[src/rtl/if_fetch_unit_if.sv]
`timescale 1ns/1ps
`default_nettype none
// ============================================================================
// Module   : if_fetch_unit_if
// Purpose  : Bus bundle between the fetch unit, its instruction ROM and the
//            IF/DF pipeline buffer.
// Revision : 1.0
// ============================================================================
interface if_fetch_unit_if #(
  parameter int PC_W   = 8,
  parameter int INST_W = 16
);
  logic              stall;
  logic              branch_taken;
  logic [PC_W-1:0]   branch_target;
  logic [3:0]        bubble_req;
  logic [INST_W-1:0] imem_data;
  logic [PC_W-1:0]   imem_addr;
  logic              imem_en;
  logic [PC_W-1:0]   pc_out;
  logic [INST_W-1:0] inst_out;
  logic [3:0]        nop_out;
  logic              flush_out;

  // Fetch unit side
  modport slave (
    input  stall, branch_taken, branch_target, bubble_req, imem_data,
    output imem_addr, imem_en, pc_out, inst_out, nop_out, flush_out
  );

  // Pipeline / ROM side
  modport master (
    output stall, branch_taken, branch_target, bubble_req, imem_data,
    input  imem_addr, imem_en, pc_out, inst_out, nop_out, flush_out
  );
endinterface
`default_nettype wire

[src/rtl/if_fetch_unit.sv]
`timescale 1ns/1ps
`default_nettype none
// ============================================================================
// Module   : if_fetch_unit
// Purpose  : Instruction fetch stage driving a 1-cycle-latency ROM, with stall,
//            branch redirect and bubble insertion toward the IF/DF buffer.
// Revision : 1.0
// ============================================================================
module if_fetch_unit #(
  parameter int PC_W   = 8,
  parameter int INST_W = 16
) (
  input  logic            clk,
  input  logic            rst,
  if_fetch_unit_if.slave  bus
);

  localparam logic [1:0] ST_FILL   = 2'd0;
  localparam logic [1:0] ST_RUN    = 2'd1;
  localparam logic [1:0] ST_BUBBLE = 2'd2;

  logic [PC_W-1:0]   fetch_pc_q, fetch_pc_d;
  logic [PC_W-1:0]   issue_pc_q, issue_pc_d;
  logic              valid_q, valid_d;
  logic [3:0]        cnt_q, cnt_d;
  logic [1:0]        state_q, state_d;

  logic              w_en;
  logic              w_bubble;
  logic              w_flush;
  logic              w_req;
  logic [INST_W-1:0] w_inst;

  assign w_req = (bus.bubble_req != 4'd0);

  always_comb begin
    fetch_pc_d = fetch_pc_q;
    issue_pc_d = issue_pc_q;
    valid_d    = valid_q;
    cnt_d      = cnt_q;
    state_d    = state_q;
    w_en       = 1'b0;
    w_bubble   = 1'b1;
    w_flush    = 1'b0;

    if (!rst) begin
      w_en     = 1'b0;
      w_bubble = 1'b1;
    end else if (bus.branch_taken) begin
      // Redirect: the ROM still reads this cycle, its data is discarded as a bubble.
      w_flush    = 1'b1;
      w_en       = 1'b1;
      fetch_pc_d = bus.branch_target;
      valid_d    = 1'b0;
      cnt_d      = 4'd0;
      state_d    = ST_RUN;
    end else if (bus.stall) begin
      w_en     = 1'b0;
      w_bubble = !valid_q || (state_q != ST_RUN);
    end else begin
      case (state_q)
        ST_FILL: begin
          w_en       = 1'b1;
          fetch_pc_d = fetch_pc_q + 1'b1;
          issue_pc_d = fetch_pc_q;
          valid_d    = 1'b1;
          state_d    = ST_RUN;
        end
        ST_RUN: begin
          if (w_req) begin
            // ROM holds its data so the current instruction is re-presented afterwards.
            w_en    = 1'b0;
            cnt_d   = bus.bubble_req - 4'd1;
            state_d = (bus.bubble_req > 4'd1) ? ST_BUBBLE : ST_RUN;
          end else begin
            w_en       = 1'b1;
            w_bubble   = !valid_q;
            fetch_pc_d = fetch_pc_q + 1'b1;
            issue_pc_d = fetch_pc_q;
            valid_d    = 1'b1;
          end
        end
        ST_BUBBLE: begin
          w_en  = 1'b0;
          cnt_d = cnt_q - 4'd1;
          if (cnt_q == 4'd1) begin
            state_d = ST_RUN;
          end
        end
        default: begin
          w_en    = 1'b0;
          state_d = ST_FILL;
        end
      endcase
    end
  end

  always_ff @(posedge clk) begin
    if (!rst) begin
      fetch_pc_q <= '0;
      issue_pc_q <= '0;
      valid_q    <= 1'b0;
      cnt_q      <= 4'd0;
      state_q    <= ST_FILL;
    end else begin
      fetch_pc_q <= fetch_pc_d;
      issue_pc_q <= issue_pc_d;
      valid_q    <= valid_d;
      cnt_q      <= cnt_d;
      state_q    <= state_d;
    end
  end

  assign w_inst        = w_bubble ? '0 : bus.imem_data;

  assign bus.imem_addr = fetch_pc_q;
  assign bus.imem_en   = w_en;
  assign bus.pc_out    = issue_pc_q;
  assign bus.inst_out  = w_inst;
  assign bus.nop_out   = w_bubble ? 4'hF : 4'h0;
  assign bus.flush_out = w_flush;

endmodule
`default_nettype wire

[src/flat_wrapper.sv]
// flat-port wrapper written by rule: the top's interface ports become plain ports
module if_fetch_unit_flat 
#(
  parameter int PC_W   = 8,
  parameter int INST_W = 16
)
  (clk, rst, bus_stall, bus_branch_taken, bus_branch_target, bus_bubble_req, bus_imem_data, bus_imem_addr, bus_imem_en, bus_pc_out, bus_inst_out, bus_nop_out, bus_flush_out);
  if_fetch_unit_if #(.PC_W(PC_W), .INST_W(INST_W)) bus_i ();
  input  logic clk;
  input  logic rst;
  input wire logic [$bits(bus_i.stall)-1:0] bus_stall;
  input wire logic [$bits(bus_i.branch_taken)-1:0] bus_branch_taken;
  input wire logic [$bits(bus_i.branch_target)-1:0] bus_branch_target;
  input wire logic [$bits(bus_i.bubble_req)-1:0] bus_bubble_req;
  input wire logic [$bits(bus_i.imem_data)-1:0] bus_imem_data;
  output wire logic [$bits(bus_i.imem_addr)-1:0] bus_imem_addr;
  output wire logic [$bits(bus_i.imem_en)-1:0] bus_imem_en;
  output wire logic [$bits(bus_i.pc_out)-1:0] bus_pc_out;
  output wire logic [$bits(bus_i.inst_out)-1:0] bus_inst_out;
  output wire logic [$bits(bus_i.nop_out)-1:0] bus_nop_out;
  output wire logic [$bits(bus_i.flush_out)-1:0] bus_flush_out;
  assign bus_i.stall = bus_stall;
  assign bus_i.branch_taken = bus_branch_taken;
  assign bus_i.branch_target = bus_branch_target;
  assign bus_i.bubble_req = bus_bubble_req;
  assign bus_i.imem_data = bus_imem_data;
  assign bus_imem_addr = bus_i.imem_addr;
  assign bus_imem_en = bus_i.imem_en;
  assign bus_pc_out = bus_i.pc_out;
  assign bus_inst_out = bus_i.inst_out;
  assign bus_nop_out = bus_i.nop_out;
  assign bus_flush_out = bus_i.flush_out;
  if_fetch_unit #(.PC_W(PC_W), .INST_W(INST_W)) u_core (.clk(clk), .rst(rst), .bus(bus_i));
endmodule
[config.mk]
export PLATFORM = sky130hd
export DESIGN_NAME = if_fetch_unit_flat
export DESIGN_NICKNAME = d
export VERILOG_FILES = /design/src/rtl/if_fetch_unit_if.sv /design/src/rtl/if_fetch_unit.sv /design/src/flat_wrapper.sv
export SDC_FILE = /design/constraint.sdc
export NUM_CORES = 1
export LEC_CHECK = 0
export CAP_MARGIN = 20
export CORE_MARGIN = 4
export CORE_UTILIZATION = 25
export CTS_CLUSTER_DIAMETER = 30
export DETAILED_ROUTE_END_ITERATION = 7
export HOLD_SLACK_MARGIN = 0.12
export PLACE_DENSITY = 0.59
export SYNTH_ARGS = -nofsm -noshare
export SYNTH_HDL_FRONTEND = slang
export SYNTH_SLANG_ARGS = --single-unit
[constraint.sdc]
create_clock -name clk -period 2.1 [get_ports clk]
set_clock_uncertainty 0.05 [all_clocks]
set_input_delay 0.21 -clock clk [delete_from_list [all_inputs] [get_ports clk]]
set_output_delay 0.21 -clock clk [all_outputs]
set_load 0.02 [all_outputs]
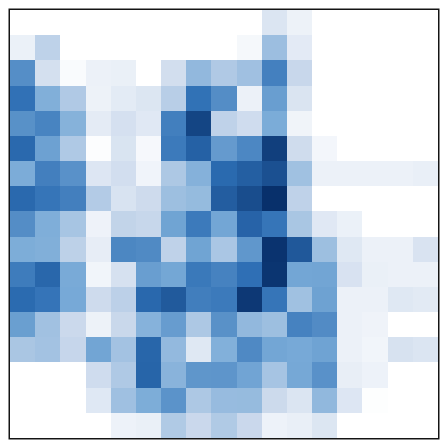
**Above:** run 1 (signal metal coverage by tile).
The die is cut into 17 by 17 equal tiles; white is low, dark blue is high, scaled to the fullest tile. Values are wire area over tile area, all layers added.
tiles over half the peak: 27%
fullest tile: 0.33
mean over tiles: 0.096
densest ninth of the die: middle
nearly empty tiles: 27%

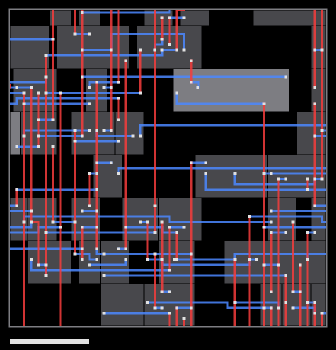
**Above:** run 1 (close-up of the layout).
The bar under the picture is 5 um long. Region (32, 49) to (52, 69) um. Cells in grey, sequential cells in the stronger grey; small squares are vias.
| layer | colour |
|---|---|
| M2 | red |
| M1 | blue |
sequential cells in the window: 1
most frequent: a21oi_1 (5), nor2_1 (3), buf_4 (2)
netlist names of flops here include: `u_core.cnt_q` (1)
cells with their middle in the window: 28

==> flow_metrics.env, run 1 <==
# source this file to load flow results
export IMPL_pin_count=70
export IMPL_fin_crit_sh_pct=95.6
export IMPL_setup_violations=0
export IMPL_ys_seq_share_pct=31.9
export IMPL_critPathCaptureType="primary output"
export IMPL_fp_util_pct=26.0
export IMPL_syn_area_mm2=0.00144
export IMPL_wl_met2_um=2000
export IMPL_slowest_delay_ps=490
export IMPL_yosys_cell_types_count=42
export IMPL_internal_power_uw=746
export IMPL_status="complete, no violations"
export IMPL_cts_sinks=23
export IMPL_ir_drop_v=0.000261
export IMPL_hp_class="reg2reg"
export IMPL_pwr_share_seq_pct=46.0
export IMPL_ys_async_sr_fraction_pct=0
export IMPL_crit_path_max_fanout=5
export IMPL_worstPathRequired_ps=1840
export IMPL_max_freq_mhz=498
export IMPL_dr_pass1_iters=4
export IMPL_core_mm2=0.00554
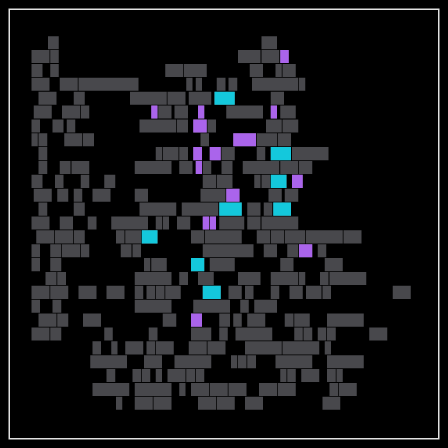
**Above:** run 1 (logic cells by family).
| family | colour | cells | most used |
|---|---|---|---|
| non-inverting ao/oa cells | cyan | 8 | o31a_1 |
| nor cells | purple | 15 | nor2_1 |

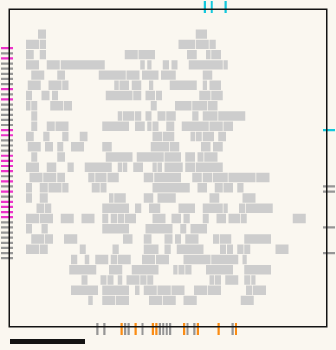
**Above:** run 1 (ports around the boundary).
The bar under the picture is 20 um long. Pins as bars across the die edge, other pins in grey.
| port | colour | pins | direction | edge |
|---|---|---|---|---|
| `bus_pc_out` | orange | 8 | output | bottom |
| `bus_bubble_req` | cyan | 4 | input | 3 top, 1 right |
| `bus_inst_out` | magenta | 16 | output | left |

## run 1: worst max-delay path by stage
stage | startpoint | slack (ps) | cells after the start | end
floorplan | bus_bubble_req[1] | 220 | 8 | u_core.bus.pc_out[1]
global placement | bus_bubble_req[1] | -560 | 7 | bus_imem_en
detailed placement | bus_bubble_req[1] | -580 | 7 | bus_imem_en
CTS | bus_bubble_req[3] | 40 | 6 | bus_inst_out[11]
global route | bus_bubble_req[3] | 30 | 5 | bus_imem_en
finish | bus_bubble_req[3] | 90 | 5 | bus_imem_en
## run 1: synthesized netlist by cell type, types with 2 or more instances
master and instances:
a211oi_1 3, dfxtp_1 23, o21ai_0 17, o31a_1 2, nor3_1 2, nand2b_1 2
ha_1 5, xnor2_1 4, nand2_1 12, and2_1 17, nand3_1 11, buf_4 4
clkbuf_1 7, o211ai_1 2, nor3b_1 4, buf_6 2, xor2_1 3, buf_2 2
nor2_1 6, nor2b_1 3, mux2i_1 3, inv_1 7, a21oi_1 13
## run 1: stage by stage
stage               std cells  setup slack [ps]
floorplan                 173               222
global placement          317              -565
detailed placement        317              -579
CTS                       322              35.2
global route              323              28.6
finish                    323              92.8
## run 1: cell type report
class / count / area [um2]
Fill cell: 607 / 3230
Multi-Input combinational cell: 127 / 883
Timing Repair Buffer: 90 / 797
Sequential cell: 23 / 460
Tap cell: 72 / 90.1
Clock buffer: 3 / 41.3
Inverter: 7 / 26.3
Clock inverter: 1 / 7.51
## run 1: repair_timing
action	CTS	global route
endpoints found under the setup margin	29	8
pin swaps	1	1
setup buffers	0	1
gates resized	94	1
cloned	1	0
hold buffers	0	0
## run 1: state kept, by name, indices dropped and copies added, names as in the netlist
signal	flops
u_core.cnt_q	4
u_core.bus.pc_out	8
u_core.state_q	2
u_core.bus.imem_addr	8
u_core.valid_q	1
**Run 1: clock wiring as the flow saved it**

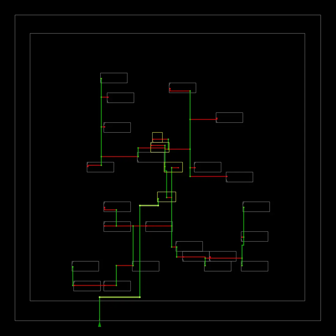

==> inputs of run 2 (changes only) <==
==> constraint.sdc (replaced) <==
create_clock -name clk -period 2 [get_ports clk]
set_clock_uncertainty 0.05 [all_clocks]
set_input_delay 0.2 -clock clk [delete_from_list [all_inputs] [get_ports clk]]
set_output_delay 0.2 -clock clk [all_outputs]
set_load 0.02 [all_outputs]
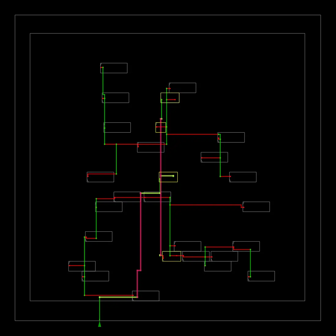
**Above:** run 2 (clock wiring as the flow saved it).
Seq cells: 23
Skew-Pair Late Insertion Delay: 280 ps
CTS Sinks: 23
Clock net power: 313 uW

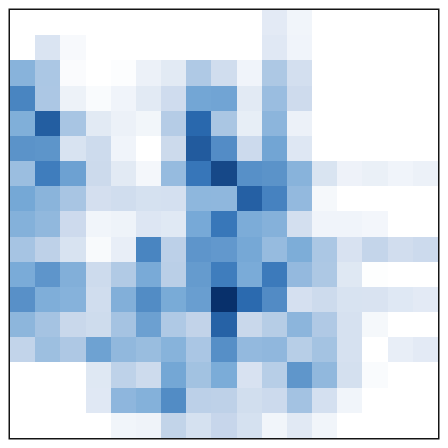
**Above:** run 2 (signal metal coverage by tile).
The die is cut into 17 by 17 equal tiles; white is low, dark blue is high, scaled to the fullest tile. Values are wire area over tile area, all layers added.
fullest tile: 0.42
mean over tiles: 0.10
nearly empty tiles: 28%
emptiest ninth of the die: top right

==> flow_metrics.env, run 2 <==
# source this file to load flow results
export IMPL_status="complete, no violations"
export IMPL_arrival_ps=1640
export IMPL_root_buffer="clkbuf_8"
export IMPL_grt_pass1_vias=1494
export IMPL_top_cell_area_share_pct=31.9
export IMPL_drive_gt1_share_pct=23.7
export IMPL_ctsLongestPathBuffers=2
export IMPL_worstPathRequired_ps=1750
export IMPL_path_delay_family="buffers and inverters"
export IMPL_synthTopCellsByCount="dfxtp_1, and2_1, o21ai_0"
export IMPL_areaGrowthSynthToFinish_pct=62.2
export IMPL_setup_slack_ps=115
export IMPL_grt_setup_unrepaired="no"
export IMPL_r2r_cells=7
export IMPL_fillCellCount=602
export IMPL_cts_hold_buf=0
export IMPL_dr_pass1_iters=4
export IMPL_synth_adder_area_share_pct=4.34
export IMPL_syn_area_mm2=0.00144
export IMPL_synth_largest_area_cell="dfxtp_1"
export IMPL_warning_count=28
export IMPL_top_cell="dfxtp_1"
export IMPL_pin_count=70
export IMPL_final_cells=325
export IMPL_slowest_delay_ps=490
export IMPL_drcViolationCount=0
export IMPL_core_mm2=0.00554
export IMPL_ir_drop_v=0.000302
export IMPL_ys_async_sr_fraction_pct=0
export IMPL_dp_cells=319
export IMPL_hp_class="reg2reg"
export IMPL_crit_chain="clkdlybuf4s50_1 > nor2b_2 > o2111a_2 > bufbuf_16 > and2_1 > buf_2"
export IMPL_fp_util_pct=26.0
export IMPL_setup_violations=0
export IMPL_place_ws_ps=-654
export IMPL_yosys_cell_types_count=42
export IMPL_max_freq_mhz=530
export IMPL_htreeDepth=1
export IMPL_critPathCaptureType="primary output"
export IMPL_crit_path_start_kind="input port"
export IMPL_crit_path_max_fanout=8
export IMPL_fin_crit_sh_pct=94.3
export IMPL_ys_seq_share_pct=31.9
export IMPL_synth_main_ff_cell="dfxtp_1"
export IMPL_r2r_setup_slack_ps=330
export IMPL_grt_start_max_net_pins=28
export IMPL_synthTopCellsByArea="dfxtp_1, and2_1, o21ai_0"
run 2: cell counts after synthesis:
Identical to the previous run, type by type.
run 2: routing by layer:
| layer | up-vias | share of wire [%] | global-route usage [%] | routed length, um |
|---|---|---|---|---|
| li1 | 766 | - | - | - |
| met1 | 674 | 46 | 14.9 | 1960 |
| met2 | 57 | 45 | 20.1 | 1920 |
| met3 | 5 | 8.3 | 3.85 | 359 |
| met4 | 0 | 1.5 | 4.82 | 66 |
| met5 | - | 0 | 0 | 0 |
run 2: worst max-delay path by stage:
| stage | from | end | slack, ps | cells after the start |
|---|---|---|---|---|
| CTS | rst | bus_flush_out | 20 | 4 |
| finish | rst | bus_inst_out[15] | 110 | 6 |
| global placement | bus_bubble_req[1] | bus_imem_en | -640 | 7 |
| global route | bus_bubble_req[0] | bus_inst_out[15] | 10 | 8 |
| floorplan | bus_bubble_req[1] | u_core.bus.pc_out[1] | 130 | 8 |
| detailed placement | bus_bubble_req[1] | bus_inst_out[3] | -650 | 8 |
run 2: report_power, final:
part	total, uW	internal, uW	switching, uW
sequential	505	480	24.8
clock	313	142	172
combinational	300	166	134
total	1120	788	331
run 2: cell type report:
cell class	instances	area, um2	share of cell area, %
multi-input cells	127	892	38.1
repair buffers	92	821	35.1
flip-flops and latches	23	460	19.7
well taps	72	90.1	3.85
clock buffers	3	41.3	1.77
inverters	7	26.3	1.12
clock inverters	1	7.51	0.321
run 2: metrics by stage:
step / utilization (%) / instance area, um2
2_1_floorplan: - / 1440
3_3_place_gp: 41.7 / 2310
3_5_place_dp: 41.7 / 2310
4_1_cts: 42.1 / 2330
5_1_grt: 42.2 / 2340
6_report: 42.2 / 2340
run 2: repair_timing:
action | CTS | global route
resized | 99 | 3
gates cloned | 1 | 0
setup endpoints to repair | 35 | 4
pin swaps | 2 | 2
buffers inserted | 1 | 0
==> inputs of run 3 (changes only) <==
--- a/config.mk
+++ b/config.mk
@@ -10,8 +10,9 @@
 export CORE_UTILIZATION = 25
 export CTS_CLUSTER_DIAMETER = 30
 export DETAILED_ROUTE_END_ITERATION = 7
+export DONT_BUFFER_PORTS = 1
 export HOLD_SLACK_MARGIN = 0.12
-export PLACE_DENSITY = 0.59
+export PLACE_DENSITY = 0.43
 export SYNTH_ARGS = -nofsm -noshare
 export SYNTH_HDL_FRONTEND = slang
 export SYNTH_SLANG_ARGS = --single-unit
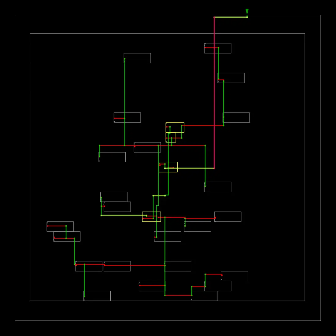
**Above:** run 3 (clock wiring as the flow saved it).
clkbuf count: 3
total CTS buffers: 3

==> flow_metrics.env, run 3 <==
# source this file to load flow results
export IMPL_seq_area_um2=460
export IMPL_fin_util_pct=30.3
export IMPL_hp_class="in2reg"
export IMPL_comb_share_pct=51.5
export IMPL_buf_share_pct=11.2
export IMPL_top_cell_area_share_pct=31.9
export IMPL_cts_sinks=23
export IMPL_insertion_delay_ps=270
export IMPL_final_cell_area_mm2=0.00168
export IMPL_warning_count=28
export IMPL_r2r_cells=5
export IMPL_top_cell="dfxtp_1"
export IMPL_endpoint="bus_inst_out[4]"
export IMPL_fp_util_pct=26.0
export IMPL_grt_setup_unrepaired="no"
export IMPL_core_mm2=0.00554
export IMPL_ys_seq_share_pct=31.9
export IMPL_postCtsSetupBuffers=0
export IMPL_yosys_cell_types_count=42
export IMPL_areaGrowthSynthToFinish_pct=16.3
export IMPL_final_cells=255
export IMPL_synth_largest_area_cell="dfxtp_1"
export IMPL_critPathCaptureType="primary output"
export IMPL_inv_count=7
export IMPL_ys_async_sr_fraction_pct=0
export IMPL_place_ws_ps=91.3
export IMPL_largest_class="logic gates"
export IMPL_fillCellCount=617
export IMPL_status="complete, no violations"
export IMPL_buffers=22
export IMPL_setup_slack_ps=142
export IMPL_pin_count=70
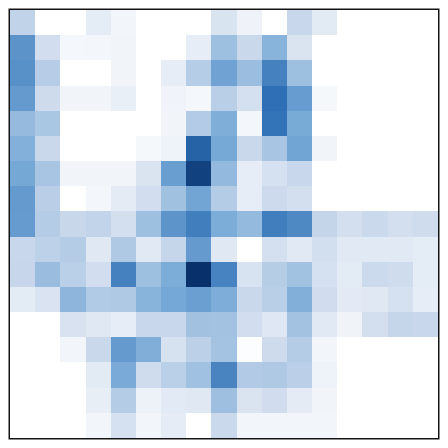
**Above:** run 3 (signal metal coverage by tile).
The die is cut into 17 by 17 equal tiles; white is low, dark blue is high, scaled to the fullest tile. Values are wire area over tile area, all layers added.
mean over tiles: 0.087
tiles over half the peak: 10%
fullest tile: 0.45
nearly empty tiles: 31%
densest ninth of the die: middle
emptiest ninth of the die: top right

run 3: metal layers:
| layer | vias up | share of wire, % | track usage [%] |
|---|---|---|---|
| met3 | 2 | 9.2 | 3.26 |
| met1 | 586 | 42 | 13.6 |
| li1 | 629 | - | - |
| met4 | 0 | 1.1 | 3.65 |
| met5 | - | 0 | 0 |
| met2 | 62 | 48 | 18.5 |
run 3: where the power goes:
part	internal (uW)	leakage, uW	switching (uW)
Clock	141	0.0000217	168
Combinational	79.3	0.000378	91.9
Sequential	480	0.000188	39.6
run 3: what timing repair did:
action,4_1_cts,5_1_grt
endpoints found under the setup margin,3,4
hold buffers,9,0
hold endpoints to repair,19,0
resized,1,0
pin swaps,0,1
run 3: worst max-delay path, cell delays in order, from the launching register on:
cell      delay (ps)
dfxtp_1          450
nor2b_1          240
o2111a_2         350
and2_1           290
run 3: cells by family after synthesis:
| group | after synthesis | share of synthesized area, % |
|---|---|---|
| simple gates | 61 | 23.1 |
| buf+inv | 23 | 8.25 |
| mux | 3 | 2.08 |
| flops | 23 | 31.9 |
| fa+ha+maj | 5 | 4.34 |
| xor+xnor | 7 | 4.25 |
| compound gates | 51 | 26.0 |
run 3: worst min path at each step:
stage,cells past startpoint,end,slack [ps],startpoint
2_1_floorplan,2,u_core.bus.imem_addr[7],270,bus_branch_target[7]
3_3_place_gp,2,u_core.bus.imem_addr[7],280,bus_branch_target[7]
3_5_place_dp,2,u_core.bus.imem_addr[7],280,bus_branch_target[7]
4_1_cts,2,u_core.bus.imem_addr[2],120,bus_branch_taken
5_1_grt,2,u_core.bus.imem_addr[0],130,bus_branch_target[0]
6_report,2,u_core.bus.imem_addr[0],130,bus_branch_target[0]
Power and IR drop assume default switching activity.
